===== src/rtl/cavlc_coeff_scan_pkg.sv =====
`default_nettype none
// +----------------------------------------------------------------------+
// | cavlc_pkg                                                            |
// | Shared constants and FSM encoding for the CAVLC coefficient scanner. |
// | Rev 1.0                                                              |
// +----------------------------------------------------------------------+
package cavlc_pkg;

    localparam int DEPTH  = 16;
    localparam int TC_W   = 5;
    localparam int TZ_W   = 4;
    localparam int RUN_W  = 4;
    localparam int MAX_T1 = 3;

    typedef enum logic [1:0] {
        ST_IDLE  = 2'd0,
        ST_SCAN  = 2'd1,
        ST_STATS = 2'd2,
        ST_EMIT  = 2'd3
    } state_t;

endpackage
`default_nettype wire


===== src/rtl/cavlc_coeff_scan_if.sv =====
`default_nettype none
// +----------------------------------------------------------------------+
// | cavlc_coeff_scan_if                                                  |
// | Level/run stream from the scanner towards the VLC encoders.          |
// | Rev 1.0                                                              |
// +----------------------------------------------------------------------+
interface cavlc_coeff_scan_if #(
    parameter int WIDTH = 9
);
    import cavlc_pkg::*;

    logic             coeff_valid;
    logic             coeff_ready;
    logic [WIDTH-1:0] coeff_level;
    logic [RUN_W-1:0] coeff_run;
    logic             coeff_last;

    modport master (
        output coeff_valid,
        output coeff_level,
        output coeff_run,
        output coeff_last,
        input  coeff_ready
    );

    modport slave (
        input  coeff_valid,
        input  coeff_level,
        input  coeff_run,
        input  coeff_last,
        output coeff_ready
    );

endinterface
`default_nettype wire


===== src/rtl/cavlc_t1_tracker.sv =====
`default_nettype none
// +----------------------------------------------------------------------+
// | cavlc_t1_tracker                                                     |
// | Incremental TotalCoeff / TrailingOnes / sign counter; outputs are    |
// | the updated values including the current sample. Rev 1.0            |
// +----------------------------------------------------------------------+
module cavlc_t1_tracker
    import cavlc_pkg::*;
#(
    parameter int WIDTH = 9
) (
    input  logic             clk_i,
    input  logic             rst_i,
    input  logic             clr_i,
    input  logic             en_i,
    input  logic [WIDTH-1:0] data_i,
    output logic [TC_W-1:0]  tc_o,
    output logic [1:0]       t1_o,
    output logic [2:0]       signs_o
);

    logic [TC_W-1:0] tc_q,    tc_d;
    logic [1:0]      t1_q,    t1_d;
    logic [2:0]      signs_q, signs_d;
    logic            big_q,   big_d;
    logic            w_nz;
    logic            w_one;

    assign w_nz  = (data_i != '0);
    assign w_one = (data_i == WIDTH'(1)) || (data_i == {WIDTH{1'b1}});

    always_comb begin
        tc_d    = tc_q;
        t1_d    = t1_q;
        signs_d = signs_q;
        big_d   = big_q;
        if (clr_i) begin
            tc_d    = '0;
            t1_d    = '0;
            signs_d = '0;
            big_d   = 1'b0;
        end else if (en_i) begin
            if (w_nz) begin
                tc_d = tc_q + 1'b1;
            end
            // Trailing ones stop at the first magnitude above one
            if (w_one && !big_q && (t1_q != 2'(MAX_T1))) begin
                signs_d[t1_q] = data_i[WIDTH-1];
                t1_d          = t1_q + 2'd1;
            end
            if (w_nz && !w_one) begin
                big_d = 1'b1;
            end
        end
    end

    always_ff @(posedge clk_i) begin
        if (rst_i) begin
            tc_q    <= '0;
            t1_q    <= '0;
            signs_q <= '0;
            big_q   <= 1'b0;
        end else begin
            tc_q    <= tc_d;
            t1_q    <= t1_d;
            signs_q <= signs_d;
            big_q   <= big_d;
        end
    end

    assign tc_o    = tc_d;
    assign t1_o    = t1_d;
    assign signs_o = signs_d;

endmodule
`default_nettype wire


===== src/rtl/cavlc_coeff_scan.sv =====
`default_nettype none
// +----------------------------------------------------------------------+
// | cavlc_coeff_scan                                                     |
// | Reads a zigzag block in reverse, builds CAVLC stats, streams levels  |
// | with run_before. CAVLC_AC_MODE_EN adds ac_mode_i (skip index 0).     |
// | Rev 1.0                                                              |
// +----------------------------------------------------------------------+
module cavlc_coeff_scan #(
    parameter int WIDTH     = 9,
    parameter int addrWIDTH = 4,
    parameter int DEPTH     = 16
) (
    input  logic                 clk_i,
    input  logic                 rst_i,
    input  logic                 start_i,
`ifdef CAVLC_AC_MODE_EN
    input  logic                 ac_mode_i,
`endif
    output logic                 busy_o,
    output logic                 rd_en_o,
    output logic [addrWIDTH-1:0] rd_addr_o,
    input  logic [WIDTH-1:0]     rd_data_i,
    output logic                 stats_valid_o,
    output logic [4:0]           total_coeff_o,
    output logic [1:0]           trailing_ones_o,
    output logic [2:0]           t1_signs_o,
    output logic [3:0]           total_zeros_o,
    cavlc_coeff_scan_if.master   coeff_if,
    output logic                 done_o
);
    import cavlc_pkg::*;

    state_t                 state_q,     state_d;
    logic                   busy_q,      busy_d;
    logic                   rd_en_q,     rd_en_d;
    logic [addrWIDTH-1:0]   rd_addr_q,   rd_addr_d;
    logic                   cap_en_q,    cap_en_d;
    logic [addrWIDTH-1:0]   cap_addr_q,  cap_addr_d;
    logic                   ac_q,        ac_d;
    logic [WIDTH-1:0]       arr_q [DEPTH];
    logic [WIDTH-1:0]       arr_d [DEPTH];
    logic                   hi_found_q,  hi_found_d;
    logic [addrWIDTH-1:0]   hi_idx_q,    hi_idx_d;
    logic                   stats_vld_q, stats_vld_d;
    logic [TC_W-1:0]        tc_q,        tc_d;
    logic [1:0]             t1_q,        t1_d;
    logic [2:0]             sg_q,        sg_d;
    logic [TZ_W-1:0]        tz_q,        tz_d;
    logic                   done_q,      done_d;
    logic [addrWIDTH-1:0]   ptr_q,       ptr_d;
    logic                   passed_q,    passed_d;
    logic                   pend_q,      pend_d;
    logic [WIDTH-1:0]       pend_lvl_q,  pend_lvl_d;
    logic [RUN_W-1:0]       run_q,       run_d;
    logic                   cv_q,        cv_d;
    logic [WIDTH-1:0]       clvl_q,      clvl_d;
    logic [RUN_W-1:0]       crun_q,      crun_d;
    logic                   clast_q,     clast_d;

    logic                   w_ac_sel;
    logic                   w_start;
    logic [TC_W-1:0]        w_trk_tc;
    logic [1:0]             w_trk_t1;
    logic [2:0]             w_trk_sg;
    logic [addrWIDTH-1:0]   w_stop_addr;
    logic [WIDTH-1:0]       w_cur;
    logic                   w_stall;

`ifdef CAVLC_AC_MODE_EN
    assign w_ac_sel = ac_mode_i;
`else
    assign w_ac_sel = 1'b0;
`endif

    assign w_start     = start_i && (state_q == ST_IDLE);
    assign w_stop_addr = ac_q ? addrWIDTH'(1) : '0;
    assign w_cur       = arr_q[ptr_q];
    assign w_stall     = cv_q && !coeff_if.coeff_ready;

    cavlc_t1_tracker #(
        .WIDTH (WIDTH)
    ) u_t1_tracker (
        .clk_i   (clk_i),
        .rst_i   (rst_i),
        .clr_i   (w_start),
        .en_i    (cap_en_q),
        .data_i  (rd_data_i),
        .tc_o    (w_trk_tc),
        .t1_o    (w_trk_t1),
        .signs_o (w_trk_sg)
    );

    always_comb begin
        state_d     = state_q;
        busy_d      = busy_q;
        rd_en_d     = rd_en_q;
        rd_addr_d   = rd_addr_q;
        cap_en_d    = rd_en_q;
        cap_addr_d  = rd_addr_q;
        ac_d        = ac_q;
        arr_d       = arr_q;
        hi_found_d  = hi_found_q;
        hi_idx_d    = hi_idx_q;
        stats_vld_d = 1'b0;
        tc_d        = tc_q;
        t1_d        = t1_q;
        sg_d        = sg_q;
        tz_d        = tz_q;
        done_d      = 1'b0;
        ptr_d       = ptr_q;
        passed_d    = passed_q;
        pend_d      = pend_q;
        pend_lvl_d  = pend_lvl_q;
        run_d       = run_q;
        cv_d        = cv_q;
        clvl_d      = clvl_q;
        crun_d      = crun_q;
        clast_d     = clast_q;

        // Buffer data lags the address by one cycle
        if (cap_en_q) begin
            arr_d[cap_addr_q] = rd_data_i;
            if (!hi_found_q && (rd_data_i != '0)) begin
                hi_found_d = 1'b1;
                hi_idx_d   = cap_addr_q;
            end
        end

        case (state_q)
            ST_IDLE: begin
                if (start_i) begin
                    state_d    = ST_SCAN;
                    busy_d     = 1'b1;
                    rd_en_d    = 1'b1;
                    rd_addr_d  = addrWIDTH'(DEPTH - 1);
                    ac_d       = w_ac_sel;
                    arr_d[0]   = '0;
                    hi_found_d = 1'b0;
                    hi_idx_d   = '0;
                    tc_d       = '0;
                    t1_d       = '0;
                    sg_d       = '0;
                    tz_d       = '0;
                end
            end
            ST_SCAN: begin
                if (rd_en_q) begin
                    if (rd_addr_q == w_stop_addr) begin
                        rd_en_d   = 1'b0;
                        rd_addr_d = '0;
                    end else begin
                        rd_addr_d = rd_addr_q - 1'b1;
                    end
                end
                if (cap_en_q && (cap_addr_q == w_stop_addr)) begin
                    state_d     = ST_STATS;
                    stats_vld_d = 1'b1;
                    tc_d        = w_trk_tc;
                    t1_d        = w_trk_t1;
                    sg_d        = w_trk_sg;
                    tz_d        = (w_trk_tc == '0) ? '0 :
                                  TZ_W'(TC_W'(hi_idx_d) + TC_W'(1) - w_trk_tc);
                end
            end
            ST_STATS: begin
                if (tc_q == '0) begin
                    state_d = ST_IDLE;
                    busy_d  = 1'b0;
                    done_d  = 1'b1;
                end else begin
                    state_d  = ST_EMIT;
                    ptr_d    = hi_idx_q;
                    passed_d = 1'b0;
                    pend_d   = 1'b0;
                    run_d    = '0;
                end
            end
            ST_EMIT: begin
                if (!w_stall) begin
                    cv_d = 1'b0;
                    if (cv_q && clast_q) begin
                        state_d = ST_IDLE;
                        busy_d  = 1'b0;
                        done_d  = 1'b1;
                        clast_d = 1'b0;
                        clvl_d  = '0;
                        crun_d  = '0;
                    end else if (passed_q) begin
                        if (pend_q) begin
                            cv_d    = 1'b1;
                            clvl_d  = pend_lvl_q;
                            crun_d  = run_q;
                            clast_d = 1'b1;
                            pend_d  = 1'b0;
                        end
                    end else begin
                        // A new nonzero closes the run of the pending one
                        if (w_cur != '0) begin
                            if (pend_q) begin
                                cv_d    = 1'b1;
                                clvl_d  = pend_lvl_q;
                                crun_d  = run_q;
                                clast_d = 1'b0;
                            end
                            pend_d     = 1'b1;
                            pend_lvl_d = w_cur;
                            run_d      = '0;
                        end else begin
                            run_d = run_q + 1'b1;
                        end
                        if (ptr_q == '0) begin
                            passed_d = 1'b1;
                        end else begin
                            ptr_d = ptr_q - 1'b1;
                        end
                    end
                end
            end
            default: state_d = ST_IDLE;
        endcase
    end

    always_ff @(posedge clk_i) begin
        if (rst_i) begin
            state_q     <= ST_IDLE;
            busy_q      <= 1'b0;
            rd_en_q     <= 1'b0;
            rd_addr_q   <= '0;
            cap_en_q    <= 1'b0;
            cap_addr_q  <= '0;
            ac_q        <= 1'b0;
            arr_q       <= '{default: '0};
            hi_found_q  <= 1'b0;
            hi_idx_q    <= '0;
            stats_vld_q <= 1'b0;
            tc_q        <= '0;
            t1_q        <= '0;
            sg_q        <= '0;
            tz_q        <= '0;
            done_q      <= 1'b0;
            ptr_q       <= '0;
            passed_q    <= 1'b0;
            pend_q      <= 1'b0;
            pend_lvl_q  <= '0;
            run_q       <= '0;
            cv_q        <= 1'b0;
            clvl_q      <= '0;
            crun_q      <= '0;
            clast_q     <= 1'b0;
        end else begin
            state_q     <= state_d;
            busy_q      <= busy_d;
            rd_en_q     <= rd_en_d;
            rd_addr_q   <= rd_addr_d;
            cap_en_q    <= cap_en_d;
            cap_addr_q  <= cap_addr_d;
            ac_q        <= ac_d;
            arr_q       <= arr_d;
            hi_found_q  <= hi_found_d;
            hi_idx_q    <= hi_idx_d;
            stats_vld_q <= stats_vld_d;
            tc_q        <= tc_d;
            t1_q        <= t1_d;
            sg_q        <= sg_d;
            tz_q        <= tz_d;
            done_q      <= done_d;
            ptr_q       <= ptr_d;
            passed_q    <= passed_d;
            pend_q      <= pend_d;
            pend_lvl_q  <= pend_lvl_d;
            run_q       <= run_d;
            cv_q        <= cv_d;
            clvl_q      <= clvl_d;
            crun_q      <= crun_d;
            clast_q     <= clast_d;
        end
    end

    assign busy_o               = busy_q;
    assign rd_en_o              = rd_en_q;
    assign rd_addr_o            = rd_addr_q;
    assign stats_valid_o        = stats_vld_q;
    assign total_coeff_o        = tc_q;
    assign trailing_ones_o      = t1_q;
    assign t1_signs_o           = sg_q;
    assign total_zeros_o        = tz_q;
    assign done_o               = done_q;
    assign coeff_if.coeff_valid = cv_q;
    assign coeff_if.coeff_level = clvl_q;
    assign coeff_if.coeff_run   = crun_q;
    assign coeff_if.coeff_last  = clast_q;

endmodule
`default_nettype wire


===== src/flat_wrapper.sv =====
// flat-port wrapper written by rule: the top's interface ports become plain ports
module cavlc_coeff_scan_flat import cavlc_pkg::*;
#(
    parameter int WIDTH     = 9,
    parameter int addrWIDTH = 4,
    parameter int DEPTH     = 16
)
  (clk_i, rst_i, start_i, busy_o, rd_en_o, rd_addr_o, rd_data_i, stats_valid_o, total_coeff_o, trailing_ones_o, t1_signs_o, total_zeros_o, done_o, coeff_if_coeff_valid, coeff_if_coeff_level, coeff_if_coeff_run, coeff_if_coeff_last, coeff_if_coeff_ready);
  cavlc_coeff_scan_if #(.WIDTH(WIDTH)) coeff_if_i ();
  input  logic clk_i;
  input  logic rst_i;
  input  logic start_i;
  output logic busy_o;
  output logic rd_en_o;
  output logic [addrWIDTH-1:0] rd_addr_o;
  input  logic [WIDTH-1:0] rd_data_i;
  output logic stats_valid_o;
  output logic [4:0] total_coeff_o;
  output logic [1:0] trailing_ones_o;
  output logic [2:0] t1_signs_o;
  output logic [3:0] total_zeros_o;
  output logic done_o;
  output wire logic [$bits(coeff_if_i.coeff_valid)-1:0] coeff_if_coeff_valid;
  output wire logic [$bits(coeff_if_i.coeff_level)-1:0] coeff_if_coeff_level;
  output wire logic [$bits(coeff_if_i.coeff_run)-1:0] coeff_if_coeff_run;
  output wire logic [$bits(coeff_if_i.coeff_last)-1:0] coeff_if_coeff_last;
  input wire logic [$bits(coeff_if_i.coeff_ready)-1:0] coeff_if_coeff_ready;
  assign coeff_if_coeff_valid = coeff_if_i.coeff_valid;
  assign coeff_if_coeff_level = coeff_if_i.coeff_level;
  assign coeff_if_coeff_run = coeff_if_i.coeff_run;
  assign coeff_if_coeff_last = coeff_if_i.coeff_last;
  assign coeff_if_i.coeff_ready = coeff_if_coeff_ready;
  cavlc_coeff_scan #(.WIDTH(WIDTH), .addrWIDTH(addrWIDTH), .DEPTH(DEPTH)) u_core (.clk_i(clk_i), .rst_i(rst_i), .start_i(start_i), .busy_o(busy_o), .rd_en_o(rd_en_o), .rd_addr_o(rd_addr_o), .rd_data_i(rd_data_i), .stats_valid_o(stats_valid_o), .total_coeff_o(total_coeff_o), .trailing_ones_o(trailing_ones_o), .t1_signs_o(t1_signs_o), .total_zeros_o(total_zeros_o), .coeff_if(coeff_if_i), .done_o(done_o));
endmodule

===== config.mk =====
export PLATFORM = sky130hd
export DESIGN_NAME = cavlc_coeff_scan_flat
export DESIGN_NICKNAME = d
export VERILOG_FILES = /design/src/rtl/cavlc_coeff_scan_pkg.sv /design/src/rtl/cavlc_coeff_scan_if.sv /design/src/rtl/cavlc_t1_tracker.sv /design/src/rtl/cavlc_coeff_scan.sv /design/src/flat_wrapper.sv
export SDC_FILE = /design/constraint.sdc
export NUM_CORES = 1
export LEC_CHECK = 0
export ABC_AREA = 1
export CORE_ASPECT_RATIO = 1.4
export CORE_MARGIN = 5
export CORE_UTILIZATION = 50
export CTS_CLUSTER_DIAMETER = 200
export DETAILED_ROUTE_END_ITERATION = 10
export HOLD_SLACK_MARGIN = 0.15
export PLACE_DENSITY = 0.76
export SLEW_MARGIN = 15
export SYNTH_ARGS = -nofsm -noshare
export SYNTH_HDL_FRONTEND = slang
export SYNTH_HIERARCHICAL = 1
export SYNTH_SLANG_ARGS = --single-unit

===== constraint.sdc =====
create_clock -name clk_i -period 3.9 [get_ports clk_i]
set_clock_uncertainty 0.05 [all_clocks]
set_input_delay 0.78 -clock clk_i [delete_from_list [all_inputs] [get_ports clk_i]]
set_output_delay 0.78 -clock clk_i [all_outputs]
set_load 0.05 [all_outputs]

Fig. 1: met1 routing
Scale: 3 px per um.
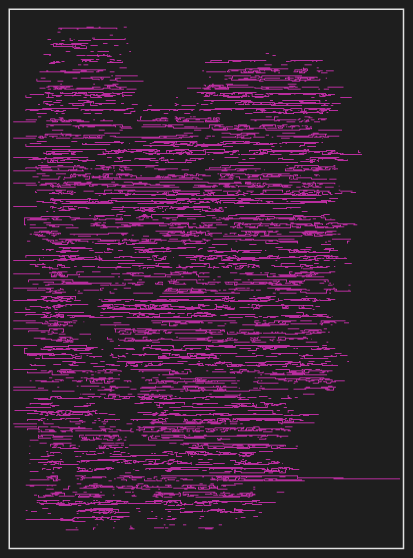
longest straight run	45.5 um
wire length on this layer	11200 um
main direction	horizontal

Fig. 2: cells by drive strength
Scale: 2 px per um.
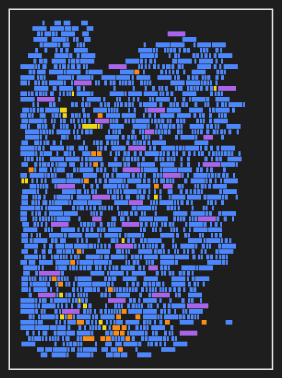
size	color	cells	share	most used
_6 and larger	purple	30	2.0%	clkbuf_16
_0 and _1 cells	blue	1431	95%	nor2_1
_2 cells	yellow	16	1.1%	nand2_2
_3 and _4 cells	orange	29	1.9%	buf_4

==> results_dict.tcl <==
# flow metrics
set metrics [dict create \
    status "finished clean" \
    reg2reg_slack_ns 0.94 \
    ys_area_sq_um 10200 \
    ys_ff 223 \
    syn_area_per_cell_sq_um 6.91 \
    diodes 0 \
    rr_startpoint "u_core/state_q[0]$_SDFFE_PP0P_" \
    r2r_cells 17 \
    syn_area_sq_um 10200 \
    drv_cap 0 \
    timing.setup.tns_ns 0 \
    vias_per_cell 5.49 \
    syn_to_final_growth_pct 12.8 \
    gp_congestion 0.881 \
    slew_viol_final 0 \
    rows 62 \
    postCtsSetupBuffers 0 \
    numCtsBuffers 21 \
    finalClockPeriodUsage_pct 87.5 \
    required_ns 4.27 \
    clockBufferDepth 3 \
    ir_drop_uv 578 \
    clockRootBuffer "clkbuf_16" \
    edf_count 0 \
    ys_seq_share_pct 43.6 \
    routed-via-count 9677 \
    fin_crit_ns 3.41 \
    hpwlAfterDp_um 18000 \
    fmax_mhz 293 \
    rsz0062_at_grt "false" \
    crit_arrival_ns 3.78 \
    slew_headroom_pct 40.1 \
    critPathLaunchType "input pin" \
    grt_max_degree 80 \
    ys.warnings.count 6 \
    hp-class "flip-flop to flip-flop" \
    fp_util_pct 50.3 \
    path_cells "clkdlybuf4s50_1, nor4_1, nand3_1, nand3b_1, nand2_1, o21ai_0, inv_1, ha_1, inv_1, fa_1, xnor2_1, xor2_1, xor2_1, nand3_1, a21oi_1" \
    final_common_cell "nor2_1" \
    setup_viol 0 \
    htreeDepth 1 \
    ff_type "dfxtp_1" \
    leakagePower_nw 4.62 \
    crit_path_max_fanout 7 \
    drcViolationCount 0 \
    async_reset_ff_share_pct 0 \
    design_area_sq_um 11500 \
    io_buffers 49 \
    cts.repair.resized 0 \
    ys_sh_xor_pct 0.599 \
    grt_pass1_vias 9091 \
    grt_pass1_wl_um 44800 \
    synth.distinct_cells 37 \
    worstSkewPairLatency_ns 0.50 \
    mux_share_pct 0 \
    hold-path-cell-count 2 \
    crit_family "simple AND/OR/NAND/NOR gates" \
    core-area_sq_um 20300 \
    ys_cells 1481 \
    r2r_end "u_core/total_zeros_o[3]$_SDFFE_PP0P_" \
    antenna_found_initial 0 \
    crit_path_start "rd_data_i[3]" \
    slowest_delay_ns 0.49 \
    instances_no_fill 1762 \
    clkTransAtPathRegs_ns 0.07 \
    adder_share_pct 1.91 \
    hold_viol_final 0 \
    nets 1521 \
    drive_gt1_share_pct 4.98 \
    lay_top_cells "285 x nor2_1, 222 x dfxtp_1, 205 x o21ai_0" \
    die_h_um 179 \
    place_inst 1726 \
    cts_tree "yes" \
    drtPass1Iterations 7 \
    synth_simple_gate_area_share_pct 25.4 \
    syn-num-nets 1509 \
    drtIter0Drc 843 \
    p_per_area_nw_per_um2 601 \
    wirelength_um 27300 \
    grt_usage_pct 23.5 \
    cts.sinks 223 \
    cp_slowest_cell "clkdlybuf4s50_1" \
    netlist_instances 1481 \
    worst_pin_slew_ns 0.895 \
    synthAoiAreaFrac_pct 18.3 \
    p_total_mw 6.94 \
    ctsHoldBuffers 0 \
    path_depth 15 \
    io_pins 50 \
    path_buffers 3 \
    post_dp_cell_area_sq_um 10800 \
    critPathKind "input pin to flip-flop" \
    warnings 32 \
    dieArea_sq_um 23500 \
    top_logic_kind "simple AND/OR/NAND/NOR gates" \
    crit_end "u_core/total_zeros_o[3]$_SDFFE_PP0P_" \
    end_kind "flip-flop" \
    antenna_left 0 \
    dieWidth_um 131 \
    overflow 0 \
]
Fig. 3: a small window of the routed layout
Region (20, 122) to (45, 147) um. Cells in gray, sequential cells in the stronger gray; small squares are vias.
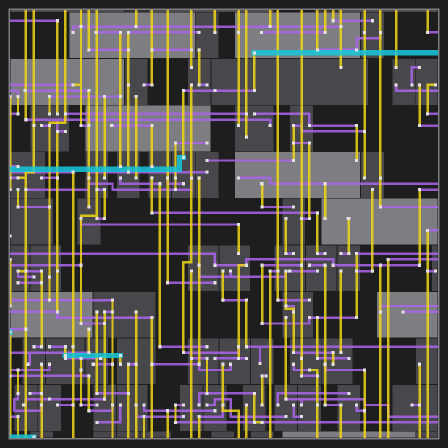
layer	color
metal 3	cyan
metal 1	purple
metal 2	yellow
netlist names of flops here include	u_core/pend_lvl_q (6), u_core/coeff_if.coeff_valid (1)
sequential cells in the window	7
cells with their middle in the window	54
most frequent	nor2_1 (21), o21ai_0 (9), dfxtp_1 (7)

Fig. 4: congestion heat map
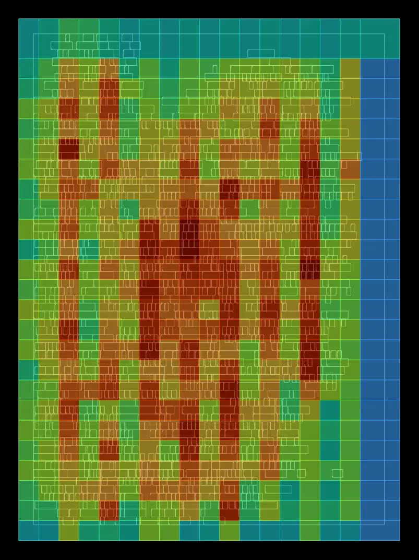
met2 global-route usage: 40.5%
busiest grt layer: met2
drt wl/cell: 15.5 um
Util after Layout: 56.8%

layer usage:
metal	wire (um)	vias up	GRT usage, %
met3	1480	79	3.19
met1	11200	4464	29.2
met5	0	-	0
met2	13500	324	40.5
li1	-	4810	-
met4	1120	0	9.73
worst min-delay path, cell delays in order, from the launching register on:
cell and delay [ns]:
dfxtp_1 0.30, inv_1 0.05, a21oi_1 0.05
per-stage QoR:
step / hold WS [ns] / worst slack (ns)
after CTS: 0.400 / 0.544
after global routing: 0.416 / 0.272
after floorplan: 0.374 / 0.708
final: 0.397 / 0.489
after global placement: 0.383 / 0.103
after detailed placement: 0.390 / 0.0340
kinds of logic after synthesis:
kind of cell               count (synthesis)
buffers and inverters                    256
and+or+nand+nor                          624
DFF                                      223
AOI/OAI and AO/OA                        356
xor gates and xnor gates                   7
adders and majority gates                 15
power breakdown:
| part | switching, mW | total, mW | leakage, nW | internal (mW) |
|---|---|---|---|---|
| registers | 0.126 | 2.56 | 1.80 | 2.43 |
| logic | 1.63 | 2.30 | 2.48 | 0.669 |
| clock network | 0.866 | 2.08 | 0.336 | 1.22 |
| total | 2.62 | 6.94 | 4.62 | 4.32 |
layout make-up:
| cell class | instances | area (sq um) |
|---|---|---|
| multi-input cells | 1002 | 4720 |
| clock buffers | 30 | 609 |
| well taps | 256 | 320 |
| clock inverters | 6 | 85.1 |
| fillers | 1905 | 8780 |
| inverters | 171 | 643 |
| repair buffers | 74 | 698 |
| flip-flops and latches | 223 | 4470 |
worst min-delay path by stage:
stage | startpoint | end | slack [ns]
floorplan | flip-flop | flip-flop | 0.37
global placement | flip-flop | flip-flop | 0.38
detailed placement | flip-flop | flip-flop | 0.39
CTS | flip-flop | flip-flop | 0.40
global route | flip-flop | flip-flop | 0.42
finish | flip-flop | flip-flop | 0.40
cell usage after synthesis (all sizes together), types with 2 or more instances:
master  count  area, sq um
nor2      286         1080
o21bai      4         30.0
nor4        2         12.5
clkinv      3         11.3
nor3       10         61.3
o211ai     17          128
nand2     203          782
ha         14          175
inv       168          631
a21oi     110          551
dfxtp     223         4460
a22oi       4         30.0
or2         4         27.5
o21ai     210         1050
a211oi      9         67.6
xor2        6         52.6
nand4      22          138
nand3      96          485
clkbuf     58          218
buf        27          184
Power figures rest on the tool's default switching activity, not on a simulated workload.
